[src/rtl/md_stream_pkg.sv]
// md_stream_pkg: shared types for the MD particle streamer.
//   st_e    - sequencer FSM states
//   IN_W_D  - default particle record width written to the core
//   OUT_W_D - default record width returned by the core
//   cnt_w() - width for a down-counter that must hold 0..n (never 0 bits)
package md_stream_pkg;

  localparam int IN_W_D  = 210;
  localparam int OUT_W_D = 192;

  typedef enum logic [3:0] {
    S_IDLE,
    S_LOAD_RD,
    S_LOAD_WR,
    S_LOAD_GAP,
    S_RUN,
    S_DRAIN_REQ,
    S_DRAIN_WAIT,
    S_DRAIN_OUT,
    S_NEXT,
    S_DONE
  } st_e;

  function automatic int cnt_w(input int n);
    return (n < 1) ? 1 : $clog2(n + 1);
  endfunction

endpackage

[src/rtl/md_stream_cnt.sv]
// md_stream_cnt: loadable down-counter with zero flag.
//   ap_clk/ap_rst_n - clock, async active-low reset
//   load/load_val   - load takes priority over decrement
//   en              - decrement; saturates at zero
//   zero            - count is zero
module md_stream_cnt #(
  parameter int W = 8
) (
  input  logic         ap_clk,
  input  logic         ap_rst_n,
  input  logic         load,
  input  logic         en,
  input  logic [W-1:0] load_val,
  output logic         zero
);

  logic [W-1:0] cnt_q;

  always_ff @(posedge ap_clk or negedge ap_rst_n) begin
    if (!ap_rst_n)          cnt_q <= '0;
    else if (load)          cnt_q <= load_val;
    else if (en && !zero)   cnt_q <= cnt_q - 1'b1;
  end

  assign zero = (cnt_q == '0);

endmodule

[src/rtl/md_particle_streamer.sv]
// md_particle_streamer: host-side load/run/drain sequencer for the MD core.
// Loads NUM_P records from a source RAM into the core (elem_write), waits
// RUN_CYCLES, drains NUM_P records via read_ctrl/elem_read into a
// valid/ready stream, and repeats run+drain for num_steps timesteps.
// Ports:
//   ap_clk, ap_rst_n               clock, async active-low reset
//   start, num_steps, busy, done   control (num_steps 0 runs one step)
//   src_addr, src_rd_en, src_data  source RAM, 1-cycle read latency
//   d_in, elem_write, step         core load side / timestep index
//   read_ctrl, elem_read, d_out    core drain handshake
//   out_valid, out_data, out_ready output stream
//   err                            sticky drain timeout flag
// Optional: define STREAMER_TIMEOUT_EN to bound DRAIN_WAIT by TIMEOUT
// cycles; a timed-out particle is emitted as an all-zero record.
module md_particle_streamer
  import md_stream_pkg::*;
#(
  parameter int IN_W       = IN_W_D,
  parameter int OUT_W      = OUT_W_D,
  parameter int NUM_P      = 300,
  parameter int AW         = (NUM_P > 1) ? $clog2(NUM_P) : 1,
  parameter int GAP        = 64,
  parameter int RUN_CYCLES = 10000,
  parameter int TIMEOUT    = 1024
) (
  input  logic             ap_clk,
  input  logic             ap_rst_n,
  input  logic             start,
  input  logic [31:0]      num_steps,
  output logic             busy,
  output logic             done,
  output logic [AW-1:0]    src_addr,
  output logic             src_rd_en,
  input  logic [IN_W-1:0]  src_data,
  output logic [IN_W-1:0]  d_in,
  output logic             elem_write,
  output logic [31:0]      step,
  output logic             read_ctrl,
  input  logic             elem_read,
  input  logic [OUT_W-1:0] d_out,
  output logic             out_valid,
  output logic [OUT_W-1:0] out_data,
  input  logic             out_ready,
  output logic             err
);

  localparam int GW = cnt_w(GAP);
  localparam int RW = cnt_w(RUN_CYCLES);
  // Counters load N-1 and the state exits on the zero flag, so the state
  // lasts exactly N cycles (minimum one).
  localparam int GAP_LD = (GAP > 0) ? GAP - 1 : 0;
  localparam int RUN_LD = (RUN_CYCLES > 0) ? RUN_CYCLES - 1 : 0;
  localparam bit GAP_NONE = (GAP == 0);
  localparam logic [AW-1:0] LAST = AW'(NUM_P - 1);

  st_e              state_q, state_d;
  logic [AW-1:0]    idx_q;
  logic [31:0]      step_q, steps_q;
  logic [IN_W-1:0]  d_in_q;
  logic [OUT_W-1:0] out_data_q;
  logic             out_valid_q;
  logic             gap_zero, run_zero, to_hit;
  logic             idx_last;

  assign idx_last = (idx_q == LAST);

  md_stream_cnt #(.W(GW)) u_gap (
    .ap_clk, .ap_rst_n,
    .load     (state_q == S_LOAD_WR),
    .en       (state_q == S_LOAD_GAP),
    .load_val (GW'(GAP_LD)),
    .zero     (gap_zero)
  );

  md_stream_cnt #(.W(RW)) u_run (
    .ap_clk, .ap_rst_n,
    .load     (state_d == S_RUN && state_q != S_RUN),
    .en       (state_q == S_RUN),
    .load_val (RW'(RUN_LD)),
    .zero     (run_zero)
  );

`ifdef STREAMER_TIMEOUT_EN
  localparam int TW    = cnt_w(TIMEOUT);
  localparam int TO_LD = (TIMEOUT > 0) ? TIMEOUT - 1 : 0;
  logic to_zero;
  logic err_q;

  md_stream_cnt #(.W(TW)) u_to (
    .ap_clk, .ap_rst_n,
    .load     (state_q == S_DRAIN_REQ),
    .en       (state_q == S_DRAIN_WAIT),
    .load_val (TW'(TO_LD)),
    .zero     (to_zero)
  );

  // A real response in the expiry cycle still wins over the timeout.
  assign to_hit = (state_q == S_DRAIN_WAIT) && !elem_read && to_zero;

  always_ff @(posedge ap_clk or negedge ap_rst_n) begin
    if (!ap_rst_n)   err_q <= 1'b0;
    else if (to_hit) err_q <= 1'b1;
  end
  assign err = err_q;
`else
  assign to_hit = 1'b0;
  assign err    = 1'b0;
`endif

  // State register
  always_ff @(posedge ap_clk or negedge ap_rst_n) begin
    if (!ap_rst_n) state_q <= S_IDLE;
    else           state_q <= state_d;
  end

  // Next state
  always_comb begin
    state_d = state_q;
    unique case (state_q)
      S_IDLE:       if (start) state_d = S_LOAD_RD;
      S_LOAD_RD:    state_d = S_LOAD_WR;
      S_LOAD_WR:    if (idx_last)      state_d = S_RUN;
                    else if (GAP_NONE) state_d = S_LOAD_RD;
                    else               state_d = S_LOAD_GAP;
      S_LOAD_GAP:   if (gap_zero) state_d = S_LOAD_RD;
      S_RUN:        if (run_zero) state_d = S_DRAIN_REQ;
      S_DRAIN_REQ:  state_d = S_DRAIN_WAIT;
      S_DRAIN_WAIT: if (elem_read || to_hit) state_d = S_DRAIN_OUT;
      S_DRAIN_OUT:  if (out_valid_q && out_ready)
                      state_d = idx_last ? S_NEXT : S_DRAIN_REQ;
      S_NEXT:       state_d = (step_q + 32'd1 == steps_q) ? S_DONE : S_RUN;
      S_DONE:       state_d = S_IDLE;
      default:      state_d = S_IDLE;
    endcase
  end

  // Datapath registers
  always_ff @(posedge ap_clk or negedge ap_rst_n) begin
    if (!ap_rst_n) begin
      idx_q       <= '0;
      step_q      <= '0;
      steps_q     <= '0;
      d_in_q      <= '0;
      out_data_q  <= '0;
      out_valid_q <= 1'b0;
    end else begin
      case (state_q)
        S_IDLE: if (start) begin
          steps_q <= (num_steps == 32'd0) ? 32'd1 : num_steps;
          step_q  <= '0;
          idx_q   <= '0;
        end
        S_LOAD_WR: begin
          d_in_q <= src_data;
          if (!idx_last) idx_q <= idx_q + 1'b1;
        end
        S_RUN: if (run_zero) idx_q <= '0;
        S_DRAIN_WAIT: begin
          if (elem_read) begin
            out_data_q  <= d_out;
            out_valid_q <= 1'b1;
          end else if (to_hit) begin
            out_data_q  <= '0;
            out_valid_q <= 1'b1;
          end
        end
        S_DRAIN_OUT: if (out_valid_q && out_ready) begin
          out_valid_q <= 1'b0;
          if (!idx_last) idx_q <= idx_q + 1'b1;
        end
        S_NEXT: if (step_q + 32'd1 != steps_q) step_q <= step_q + 32'd1;
        default: ;
      endcase
    end
  end

  // Outputs. d_in passes RAM data straight through in LOAD_WR (RAM data
  // is valid that cycle and held), then holds the captured copy.
  always_comb begin
    busy       = (state_q != S_IDLE);
    done       = (state_q == S_DONE);
    src_rd_en  = (state_q == S_LOAD_RD);
    src_addr   = (state_q == S_LOAD_RD) ? idx_q : '0;
    elem_write = (state_q == S_LOAD_WR);
    d_in       = (state_q == S_LOAD_WR) ? src_data : d_in_q;
    read_ctrl  = (state_q == S_DRAIN_REQ);
    step       = step_q;
    out_valid  = out_valid_q;
    out_data   = out_data_q;
  end

endmodule

[config.mk]
export PLATFORM = sky130hd
export DESIGN_NAME = md_particle_streamer
export DESIGN_NICKNAME = d
export VERILOG_FILES = /design/src/rtl/md_stream_pkg.sv /design/src/rtl/md_stream_cnt.sv /design/src/rtl/md_particle_streamer.sv
export SDC_FILE = /design/constraint.sdc
export NUM_CORES = 1
export LEC_CHECK = 0
export ABC_CLOCK_PERIOD_IN_PS = 4200
export CORE_AREA = 3 3 346 348
export DETAILED_ROUTE_END_ITERATION = 10
export DIE_AREA = 0 0 349 351
export PLACE_DENSITY_LB_ADDON = 0.2
export SYNTH_ARGS = -nofsm -noshare
export SYNTH_HDL_FRONTEND = slang
export SYNTH_SLANG_ARGS = --single-unit
[constraint.sdc]
create_clock -name ap_clk -period 4.2 [get_ports ap_clk]
set_input_delay 0.42 -clock ap_clk [delete_from_list [all_inputs] [get_ports ap_clk]]
set_output_delay 0.42 -clock ap_clk [all_outputs]
set_load 0.01 [all_outputs]
==> run_summary.xml, run 1 <==
<?xml version="1.0" encoding="UTF-8"?>
<metrics>
  <group name="status">
    <metric name="result_of_the_run" unit="">finished clean</metric>
  </group>
  <group name="route">
    <metric name="detail_route.iter0.violations" unit="">940</metric>
    <metric name="dr_total_vias" unit="">18100</metric>
    <metric name="vias_per_cell" unit="">4.04</metric>
    <metric name="first_pass_iters" unit="">5</metric>
  </group>
  <group name="worst_setup_path">
    <metric name="worstSetupStartpointType" unit="">register</metric>
    <metric name="regToRegEndpoint" unit="">step[13]</metric>
    <metric name="critical-path-slowest-cell" unit="">or4_1</metric>
    <metric name="rrSetupSlack" unit="ps">220</metric>
    <metric name="path_common_cell" unit="">or4_1</metric>
    <metric name="required" unit="ps">4720</metric>
  </group>
  <group name="timing">
    <metric name="final_setup_tns" unit="ps">0</metric>
    <metric name="skew" unit="ps">18.2</metric>
  </group>
  <group name="logic_synthesis">
    <metric name="ys_area" unit="µm²">21300</metric>
    <metric name="post_synth_mux_area_share" unit="%">12.2</metric>
    <metric name="synth-edff-count" unit="">0</metric>
    <metric name="synthArstFlopShare" unit="%">100</metric>
    <metric name="dominantRegCellSynth" unit="">dfrtp_1</metric>
    <metric name="yosys_register_bits" unit="">501</metric>
    <metric name="synth_adder_area_share" unit="%">0.235</metric>
  </group>
  <group name="cts">
    <metric name="cts_tree" unit="">built</metric>
  </group>
  <group name="final_layout">
    <metric name="comb_area" unit="µm²">8240</metric>
    <metric name="layout_top_cell" unit="">clkdlybuf4s50_1</metric>
    <metric name="layout-drive-gt1-share" unit="%">13.5</metric>
  </group>
  <group name="pwr">
    <metric name="worst_ir_drop_vdd" unit="µV">401</metric>
  </group>
  <group name="global_route">
    <metric name="antenna_found_initial" unit="">3</metric>
  </group>
  <group name="die">
    <metric name="fp_util" unit="%">18.3</metric>
  </group>
  <group name="hold_path">
    <metric name="worstHoldEndpoint" unit="">d_in_q[187]</metric>
  </group>
</metrics>
==> run 1: routing by layer <==
metal | vias up | global-route usage (%) | part of all wire (%)
li1 | 8535 | - | -
met5 | - | 0 | 0
met4 | 0 | 3.29 | 1.7
met2 | 546 | 26.3 | 51
met1 | 8900 | 17.9 | 40
met3 | 96 | 4.98 | 6.9
==> run 1: how the worst max path moves through the flow <==
stage | startpoint | endpoint | cells after the start
2_1_floorplan | step[0] | step[21] | 12
4_1_cts | step[3] | step[26] | 10
6_report | step[1] | step[13] | 10
3_3_place_gp | step[3] | step[27] | 10
5_1_grt | step[1] | step[26] | 10
3_5_place_dp | step[3] | step[17] | 10
==> run 1: worst min-delay path, cell delays in order <==
cell             delay [ps]
clkdlybuf4s50_1         390
nand2_1                  60
nand2_1                  50
==> run 1: registers in the layout, summed over array words and instances (netlist names) <==
signal and cells:
steps_q 32, out_valid 1, idx_q 9, d_in_q 210, out_data 192, u_gap.cnt_q 7
state_q 4, step 32, u_run.cnt_q 14
==> run 1: logic make-up (layout without fill, tap and decap cells) <==
group                      after synthesis  after routing
and+or+nand+nor                        972            972
DFF                                    501            501
muxes                                  232            232
buffers and inverters                  131           1071
AOI/OAI and AO/OA                      110            110
xor gates and xnor gates                54             54
adders and majority gates                4              4
other                                    1              4
==> run 1: synthesized netlist by cell type, drive strengths merged, types with 3 or more instances <==
cell type and instances:
o22ai 4, and3 33, o31ai 4, or2 4, a221o 28, inv 15, nand3 23, nand3b 3
or3 7, xor2 21, buf 26, nor2b 7, nand2 706, mux2i 8, o21ai 19, a22oi 3
a21oi 16, clkbuf 89, nor4 31, and4 3, or4 10, and2 20, nand2b 13, nor3 48
nor2 36, dfrtp 501, ha 4, mux2 224, nand4 20, xnor2 33, o211ai 6, o2111ai 3
a31oi 5
==> run 1: what timing repair did <==
action | in CTS | in global routing
hold buffers | 1 | 0
setup endpoints to repair | 0 | 25
hold endpoints to repair | 67 | 0
resized | 0 | 3
==> run 1: power breakdown <==
group	switching, µW	internal [µW]	total [µW]
sequential	480	6030	6510
combinational	4480	3780	8260
clock	2290	3350	5640
total	7250	13200	20400
==> run 1: layout make-up <==
type / instances / share of cell area (%)
antenna: 3 / 0.0219
clock buffer: 97 / 5.59
clock inverter: 14 / 0.580
inverter: 16 / 0.197
multi-input combinational: 1373 / 24.0
sequential: 501 / 36.5
tap: 1524 / 5.56
timing repair buffer: 944 / 27.5
==> run 1: through the flow <==
stage,std cells,power [µW]
after global placement,4357,15000
after detailed placement,4357,15000
final,4472,20400
after floorplan,2005,9920
after global routing,4469,21800
after CTS,4469,20900
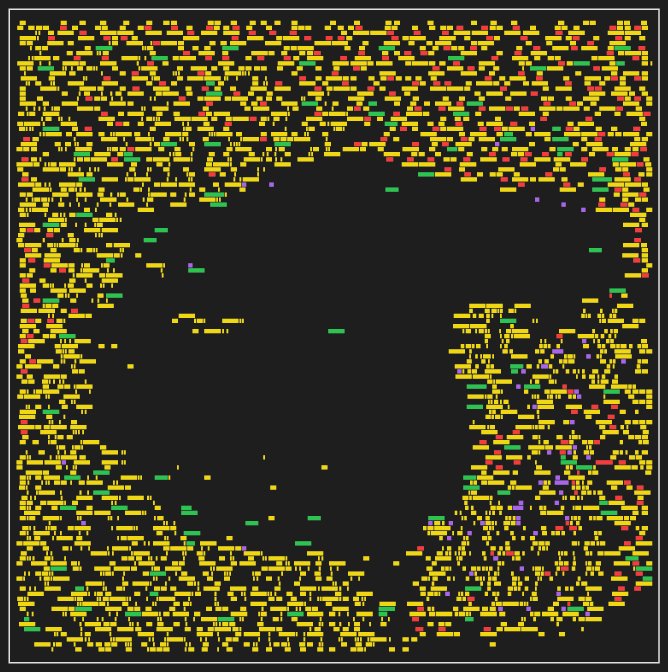
run_1/sizing.png
red -> x2  # cells 244
green -> x6 and larger  # cells 102
purple -> x3 and x4  # cells 52
yellow -> x1 and smaller  # cells 2547
nonclk buf count: 944
synthesis-to-layout area growth: 61.4%

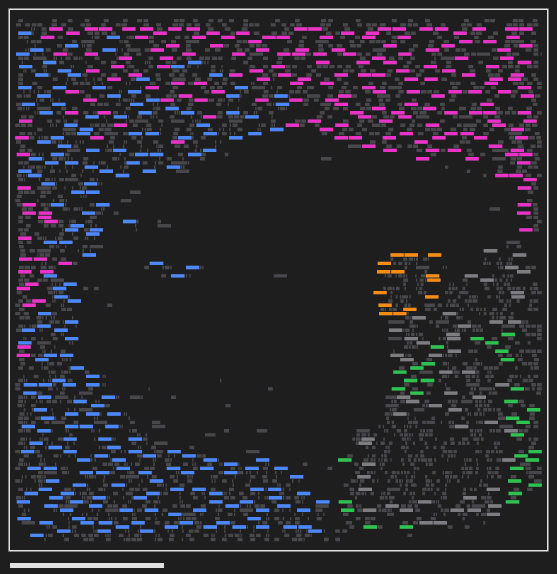
run_1/ff_map.png
Bar = 100 µm.
orange -> `u_run.cnt_q`  # sequential cells 14, where right middle
blue -> `d_in_q`  # sequential cells 210
magenta -> `out_data`  # sequential cells 192
green -> `steps_q`  # sequential cells 32, where bottom right

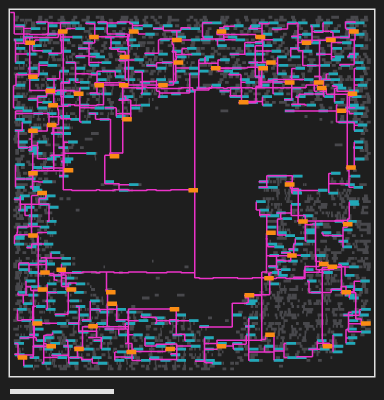
run_1/clock_wires.png
Bar = 100 µm.
orange -> clock-net drivers  # count 66
cyan -> flip-flops  # count 501
magenta -> clock wires  # length 9000 µm
flops lie = spread over the die
routed clock nets = 67

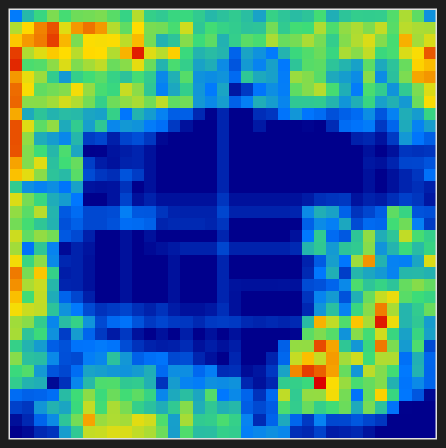
run_1/route_heat.png
35 x 35 tiles, from dark blue (low) to red (high), scaled to the fullest tile. Values are wire area over tile area, all layers added.
emptiest ninth of the die = middle
tiles over half the peak = 26%
nearly empty tiles = 17%
fullest tile = 0.40
densest ninth of the die = top left

==> run 2: changes to the inputs <==
--- a/config.mk
+++ b/config.mk
@@ -9,6 +9,7 @@
 export CORE_AREA = 3 3 346 348
 export DETAILED_ROUTE_END_ITERATION = 10
 export DIE_AREA = 0 0 349 351
+export DONT_BUFFER_PORTS = 1
 export PLACE_DENSITY_LB_ADDON = 0.2
 export SYNTH_ARGS = -nofsm -noshare
 export SYNTH_HDL_FRONTEND = slang
==> run 2 against run 1 <==
Effect of this change:
- the run now ends with hold timing left
- count of clock-buffer cells in the layout fell by 17
- clock skew rose by 12 ps
- sequential share of layout area rose by 6.3 points
- global-route usage fell by 2.2 points
- setup slack improved by 31 ps
- synthesized cell count did not move
- non-clock buffer count fell by 501
==> run_summary.xml, run 2 <==
<?xml version="1.0" encoding="UTF-8"?>
<metrics>
  <group name="status">
    <metric name="result_of_the_run" unit="">finished, violations left</metric>
    <metric name="violated_checks" unit="">hold timing</metric>
  </group>
  <group name="cts">
    <metric name="cts_tree" unit="">built</metric>
    <metric name="cts_made_buffers" unit="">59</metric>
    <metric name="hold_buffers" unit="">382</metric>
    <metric name="cts-resized-gates" unit="">0</metric>
  </group>
  <group name="logic_synthesis">
    <metric name="yosys-stat-cells" unit="">2005</metric>
    <metric name="synth-edff-count" unit="">0</metric>
    <metric name="netlist_top_cells_count" unit="">nand2_1, dfrtp_1, mux2_2, clkbuf_1, nor3_1</metric>
    <metric name="dominantRegCellSynth" unit="">dfrtp_1</metric>
    <metric name="synthArstFlopShare" unit="%">100</metric>
    <metric name="yosys_register_bits" unit="">501</metric>
    <metric name="most_common_cell_in_the_synthesized_netlist" unit="">nand2_1</metric>
    <metric name="ys_area" unit="µm²">21300</metric>
  </group>
  <group name="final_layout">
    <metric name="layout_top_cell" unit="">nand2_1</metric>
    <metric name="registers.top_by_ff_count" unit="">d_in_q</metric>
    <metric name="largest_register_ffs" unit="">210</metric>
    <metric name="final_cell_count_no_fill" unit="">3970</metric>
    <metric name="comb_area" unit="µm²">8220</metric>
  </group>
  <group name="route">
    <metric name="detail_route.iter0.violations" unit="">1074</metric>
    <metric name="vias_per_cell" unit="">4.24</metric>
    <metric name="dr_total_vias" unit="">16800</metric>
  </group>
  <group name="worst_setup_path">
    <metric name="rrSetupSlack" unit="ps">250</metric>
    <metric name="required" unit="ps">4740</metric>
    <metric name="worstSetupStartpointType" unit="">register</metric>
    <metric name="max_fanout_on_critical_path" unit="">11</metric>
  </group>
  <group name="timing">
    <metric name="skew" unit="ps">29.8</metric>
    <metric name="final_setup_tns" unit="ps">0</metric>
    <metric name="timing_hold_violations_final" unit="">501</metric>
    <metric name="finalHoldWorstSlack" unit="ps">-537</metric>
  </group>
  <group name="placed_design">
    <metric name="numPlacedInstances" unit="">3475</metric>
  </group>
  <group name="global_route">
    <metric name="antenna_found_initial" unit="">19</metric>
  </group>
  <group name="pwr">
    <metric name="worst_ir_drop_vdd" unit="µV">360</metric>
  </group>
  <group name="die">
    <metric name="fp_util" unit="%">18.3</metric>
  </group>
</metrics>
-- run 2: cell counts after synthesis --
Identical to the previous run, type by type.
-- run 2: cell type report --
class	instances	area share, %
antenna	3	0.0257
clock buffer	80	5.90
clock inverter	30	1.41
inverter	16	0.222
multi-input combinational	1373	28.1
sequential	501	42.8
tap	1524	6.52
timing repair buffer	443	15.0
-- run 2: critical path, stage by stage (launching register included) --
cell and delay (ps):
dfrtp_1 350, ha_1 320, nand4_2 220, nor4_2 570, nand3_1 170, xor2_1 180
nor4_1 210, o21ai_0 180, or4_1 520, or4_1 550, buf_4 230, a221o_1 330
-- run 2: worst max path at each step --
| stage | from | to | cells after the start |
|---|---|---|---|
| finish | step[0] | step[19] | 11 |
| global route | step[1] | step[22] | 11 |
| CTS | state_q[1] | d_in[118] | 6 |
| detailed placement | step[1] | step[24] | 11 |
| global placement | step[0] | step[23] | 11 |
| floorplan | step[0] | step[21] | 12 |
-- run 2: where the power goes --
| part | internal (µW) | leakage, µW | switching (µW) | total [µW] |
|---|---|---|---|---|
| Combinational | 1380 | 0.00616 | 3890 | 5270 |
| Clock | 3380 | 0.00105 | 2220 | 5600 |
| Sequential | 6040 | 0.00651 | 494 | 6530 |
-- run 2: cell families (layout without fill, tap and decap cells) --
family | after synthesis | after routing | synth area share (%)
and+or+nand+nor | 972 | 972 | 19.9
DFF | 501 | 501 | 58.9
muxes | 232 | 232 | 12.2
buffers and inverters | 131 | 569 | 2.54
AOI/OAI and AO/OA | 110 | 110 | 3.93
xor gates and xnor gates | 54 | 54 | 2.22
adders and majority gates | 4 | 4 | 0.235
other | 1 | 4 | 0.0176
-- run 2: metrics by stage --
| stage | instance area (µm²) | setup WS (ps) |
|---|---|---|
| 4_1_cts | 29300 | 239 |
| 3_3_place_gp | 23300 | 312 |
| 3_5_place_dp | 23300 | 284 |
| 2_1_floorplan | 21300 | 410 |
| 6_report | 29300 | 252 |
| 5_1_grt | 29300 | 45.0 |
-- run 2: metal layers --
layer / global-route usage, % / wire [µm] / vias to the layer above
li1: - / - / 7541
met5: 0 / 13 / -
met3: 4.79 / 7540 / 119
met1: 15.1 / 32500 / 8472
met4: 4.29 / 2340 / 2
met2: 21.6 / 41400 / 686
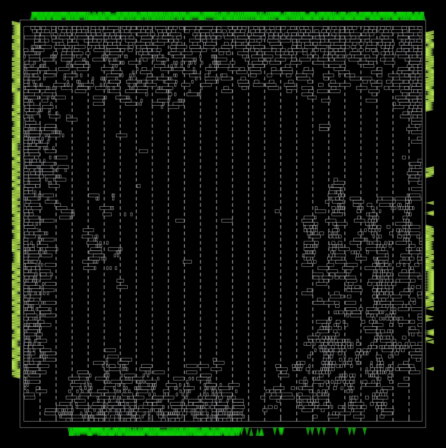
run_2/placed.png
fillcell total: 12200
number of rows created at floorplan: 125
tap cell instance count: 1524

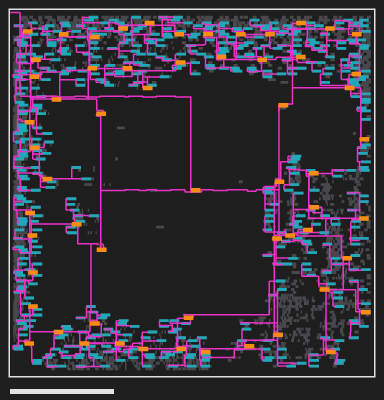
run_2/clock_wires.png
Bar = 100 µm.
power share of the clock group: 32.2%
clock group total power: 5600 µW
clock latency on the worst-skew pair: 650 ps

No activity file was given, so power comes from the tool's default toggle rates.
